File: src/rtl/store_monitor_pkg.sv
// Shared types and default sizing for the store monitor: the captured store record
// and the FIFO/drop-counter dimensions used by the top and its storage.
package store_monitor_pkg;

    localparam int STORE_W          = 32;
    localparam int STORE_FIFO_DEPTH = 8;
    localparam int DROP_CNT_W       = 8;
    localparam int STORE_REC_W      = 2 * STORE_W;

    typedef struct packed {
        logic [STORE_W-1:0] addr;
        logic [STORE_W-1:0] data;
    } store_rec_t;

    // Builds a record from a raw store; keeps field ordering in one place.
    function automatic store_rec_t make_rec(input logic [STORE_W-1:0] addr,
                                            input logic [STORE_W-1:0] data);
        store_rec_t rec;
        rec.addr = addr;
        rec.data = data;
        return rec;
    endfunction

endpackage

File: src/rtl/store_fifo_mem.sv
// Record storage for the store FIFO: one synchronous write port, one combinational
// read port. Contents are not reset; validity is tracked by the owner's count.
module store_fifo_mem
    import store_monitor_pkg::*;
#(
    parameter int DEPTH = STORE_FIFO_DEPTH,
    localparam int AW   = $clog2(DEPTH)
) (
    input  logic                   clk,
    input  logic                   wr_en_i,
    input  logic [AW-1:0]          wr_ptr_i,
    input  logic [STORE_REC_W-1:0] wr_rec_i,
    input  logic [AW-1:0]          rd_ptr_i,
    output logic [STORE_REC_W-1:0] rd_rec_o
);

    store_rec_t mem_q [DEPTH];

    generate
        for (genvar gi = 0; gi < DEPTH; gi++) begin : g_entry
            always_ff @(posedge clk) begin
                if (wr_en_i && (wr_ptr_i == AW'(gi))) begin
                    mem_q[gi] <= store_rec_t'(wr_rec_i);
                end
            end
        end
    endgenerate

    assign rd_rec_o = mem_q[rd_ptr_i];

endmodule

File: src/rtl/store_monitor.sv
// Watches the CPU data-memory write port: buffers stores in a first-word-fall-through
// FIFO for a downstream drain, counts stores lost to a full FIFO, and flags a watched store.
module store_monitor
    import store_monitor_pkg::*;
#(
    parameter int  n     = STORE_W,
    parameter int  DEPTH = STORE_FIFO_DEPTH,
    parameter int  DW    = DROP_CNT_W,
    localparam int CW    = $clog2(DEPTH) + 1
) (
    input  logic          clk,
    input  logic          reset,
    input  logic          en,
    input  logic          memwrite,
    input  logic [n-1:0]  dataadr,
    input  logic [n-1:0]  writedata,
    input  logic [n-1:0]  match_addr,
    input  logic [n-1:0]  match_data,
    output logic          out_valid,
    input  logic          out_ready,
    output logic [n-1:0]  out_addr,
    output logic [n-1:0]  out_data,
    output logic [CW-1:0] count,
    output logic          overflow,
    output logic [DW-1:0] drop_count,
    output logic          match_hit
);

    localparam int AW = $clog2(DEPTH);

    logic [AW-1:0] rd_ptr_q, rd_ptr_d;
    logic [AW-1:0] wr_ptr_q, wr_ptr_d;
    logic [CW-1:0] count_q, count_d;
    logic          overflow_q, overflow_d;
    logic [DW-1:0] drop_count_q, drop_count_d;
    logic          match_hit_q, match_hit_d;

    logic full;
    logic valid;
    logic push_raw;
    logic push;
    logic pop;
    logic drop;
    logic store_match;

    logic [STORE_REC_W-1:0] wr_rec;
    logic [STORE_REC_W-1:0] rd_rec_raw;
    store_rec_t             rd_rec;

    assign full     = (count_q == CW'(DEPTH));
    assign valid    = (count_q != '0);
    assign push_raw = en & memwrite;
    assign pop      = valid & out_ready;
    // A full FIFO still accepts a store when the head leaves in the same cycle.
    assign push     = push_raw & (~full | pop);
    assign drop     = push_raw & ~push;
    // Matching ignores FIFO occupancy so a dropped store can still signal completion.
    assign store_match = push_raw & (dataadr == match_addr) & (writedata == match_data);

    assign wr_rec = make_rec(dataadr, writedata);

    store_fifo_mem #(
        .DEPTH(DEPTH)
    ) u_mem (
        .clk      (clk),
        .wr_en_i  (push & ~reset),
        .wr_ptr_i (wr_ptr_q),
        .wr_rec_i (wr_rec),
        .rd_ptr_i (rd_ptr_q),
        .rd_rec_o (rd_rec_raw)
    );

    assign rd_rec = store_rec_t'(rd_rec_raw);

    always_comb begin
        rd_ptr_d     = rd_ptr_q;
        wr_ptr_d     = wr_ptr_q;
        count_d      = count_q;
        overflow_d   = overflow_q;
        drop_count_d = drop_count_q;
        match_hit_d  = match_hit_q;

        if (push) begin
            wr_ptr_d = wr_ptr_q + 1'b1;
        end
        if (pop) begin
            rd_ptr_d = rd_ptr_q + 1'b1;
        end

        unique case ({push, pop})
            2'b10:   count_d = count_q + 1'b1;
            2'b01:   count_d = count_q - 1'b1;
            default: count_d = count_q;
        endcase

        if (drop) begin
            overflow_d = 1'b1;
            if (drop_count_q != '1) begin
                drop_count_d = drop_count_q + 1'b1;
            end
        end

        if (store_match) begin
            match_hit_d = 1'b1;
        end
    end

    always_ff @(posedge clk) begin
        if (reset) begin
            rd_ptr_q     <= '0;
            wr_ptr_q     <= '0;
            count_q      <= '0;
            overflow_q   <= 1'b0;
            drop_count_q <= '0;
            match_hit_q  <= 1'b0;
        end else begin
            rd_ptr_q     <= rd_ptr_d;
            wr_ptr_q     <= wr_ptr_d;
            count_q      <= count_d;
            overflow_q   <= overflow_d;
            drop_count_q <= drop_count_d;
            match_hit_q  <= match_hit_d;
        end
    end

    // Stale storage is masked so an empty FIFO always presents zeros.
    assign out_valid  = valid;
    assign out_addr   = valid ? rd_rec.addr : '0;
    assign out_data   = valid ? rd_rec.data : '0;
    assign count      = count_q;
    assign overflow   = overflow_q;
    assign drop_count = drop_count_q;
    assign match_hit  = match_hit_q;

endmodule
File: config.mk
export PLATFORM = sky130hd
export DESIGN_NAME = store_monitor
export DESIGN_NICKNAME = d
export VERILOG_FILES = /design/src/rtl/store_monitor_pkg.sv /design/src/rtl/store_fifo_mem.sv /design/src/rtl/store_monitor.sv
export SDC_FILE = /design/constraint.sdc
export NUM_CORES = 1
export LEC_CHECK = 0
export CORE_UTILIZATION = 57
export DETAILED_ROUTE_END_ITERATION = 6
export GPL_ROUTABILITY_DRIVEN = 0
export HOLD_SLACK_MARGIN = 0.08
export PLACE_DENSITY = 0.8
export SKIP_LAST_GASP = 1
export SLEW_MARGIN = 20
export SYNTH_ARGS = -nofsm -noshare
export SYNTH_HDL_FRONTEND = slang
export SYNTH_HIERARCHICAL = 1
export SYNTH_SLANG_ARGS = --single-unit
File: constraint.sdc
create_clock -name clk -period 9 [get_ports clk]
set_clock_uncertainty 0.05 [all_clocks]
set_input_delay 0.9 -clock clk [delete_from_list [all_inputs] [get_ports clk]]
set_output_delay 0.9 -clock clk [all_outputs]
set_load 0.03 [all_outputs]
Figure 1. Met3 routing.
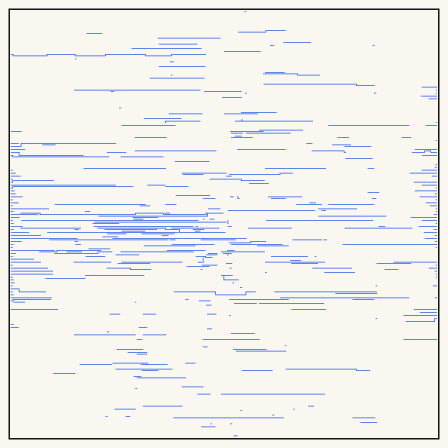
nets with wire on the layer: 205
share of all routed wire: 9.0%
longest straight run: 81.0 µm

Figure 2. I/O pins on the die edge.
Pins as bars across the die edge, other pins in grey.
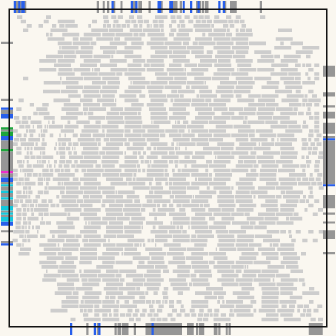
[green] count | pins: 4 | direction: output | edge: west
[cyan] drop_count | pins: 8 | direction: output | edge: west
[magenta] overflow | pins: 1 | direction: output | edge: west
[blue] dataadr | pins: 32 | direction: input | edge: 16 north, 10 west, 4 south, 2 east
all pins by edge: 59 south, 55 west, 52 east, 46 north

Figure 3. Sequential cells grouped by signal name.
Other sequential cells in the stronger grey, the rest of the logic in the fainter grey.
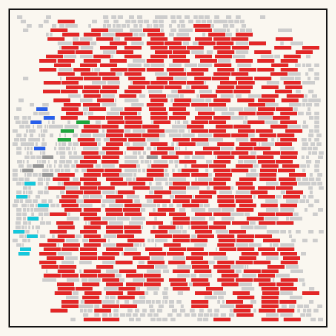
[green] rd_ptr_q | placed flops: 3
[red] u_mem/mem_q | placed flops: 512 | where: all over the die
[blue] count | placed flops: 4
[cyan] drop_count | placed flops: 8
not coloured: 5
sequential share of cell area: 61.3%
fin util: 69.8%
sequential cell power: 2.81 mW
Seq. cell area: 15800 µm²

Figure 4. Track usage over the die.
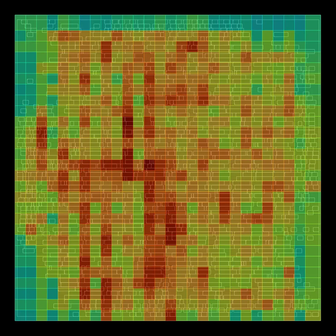
GRT busiest layer: met2
GRT Total Usage: 25.8%
met3 Usage GRT: 6.07%
met1 usage: 35.5%
Wirelength per Cell: 26.8 µm

area by class of cell:
| type | count | share of cell area (%) |
|---|---|---|
| clock buffers | 63 | 5.30 |
| repair buffers | 225 | 8.74 |
| inverters | 20 | 0.292 |
| multi-input cells | 444 | 21.1 |
| flip-flops and latches | 532 | 61.3 |
| diodes | 3 | 0.0292 |
| well taps | 504 | 2.45 |
| clock inverters | 31 | 0.778 |
worst max path at each step:
stage                                         endpoint  slack [ps]  cells past startpoint
final                                     out_addr[19]        4050                      5
after global routing                      out_data[12]        3920                      5
after CTS                                 out_addr[19]        4020                      5
after detailed placement  u_mem/mem_q[5][18]$_DFFE_PP_        4550                      7
after global placement                    out_addr[19]        4620                      5
after floorplan            u_mem/mem_q[0][0]$_DFFE_PP_        2100                      6
cell usage after synthesis (8+ instances only):
master,instances,area (µm²)
nand2_1,8,30.0
buf_6,11,124
mux4_2,128,2880
nor2_1,22,82.6
and2_1,66,413
xor2_1,25,219
xnor2_1,29,254
nand4_1,14,87.6
clkbuf_1,19,71.3
nor2b_1,10,62.6
nand2b_1,12,75.1
dfxtp_1,20,400
mux2_2,64,721
buf_1,9,33.8
inv_1,19,71.3
edfxtp_1,512,15400
worst max-delay path: cells and delay by family, from the launching register on:
kind	cells	cell delay, ps
flip-flops	1	1080
multiplexers	2	720
buffers and inverters	2	1440
AND/OR/NAND/NOR	1	160
metal layers:
| metal | vias to the layer above | wire (µm) | GRT usage, % |
|---|---|---|---|
| li1 | 4690 | - | - |
| met1 | 5695 | 19000 | 35.5 |
| met2 | 541 | 23900 | 41.3 |
| met3 | 86 | 4390 | 6.07 |
| met4 | 8 | 1430 | 8.19 |
| met5 | - | 48 | 0 |
==> out/metrics.yaml <==
finish:
  top_register: "u_mem/mem_q"
logic_synthesis:
  ys_top_logic_family: "multiplexers"
  fp_nets: 1181
  edf_count: 512
  ys_sh_adder_pct: 0.384
  synthMuxAreaShare_pct: 16.9
  synth-async-reset-ratio_pct: 0
  ys_seq_share_pct: 73.4
cts:
  htreeDepth: 2
  cts_root_buf: "clkbuf_16"
  cts_made_buffers: 52
  cts_setup_buffers: 0
  cts_hold_buffers: 0
  clk_pin_slew_ps: 60
power_and_ir_drop:
  clockPowerShare_pct: 28.8
  power_leakage_nw: 8.03
  seq_power_share_pct: 40.6
  combPwrFrac_pct: 30.5
  swShare_pct: 29.6
  p_switching_mw: 2.05
worst_setup_path:
  crit_fanout: 71
placed_design:
  post-place-cells: 1724
  placed_area_um2: 24100
status:
  status: "complete, no violations"
timing:
  tns_ps: 0
  slew-limit-headroom_pct: 25.4
  hold_violations: 0
route:
  wirelength_um: 48700
  final_antenna_net_count: 0
Power is estimated from default activity; no workload was simulated.
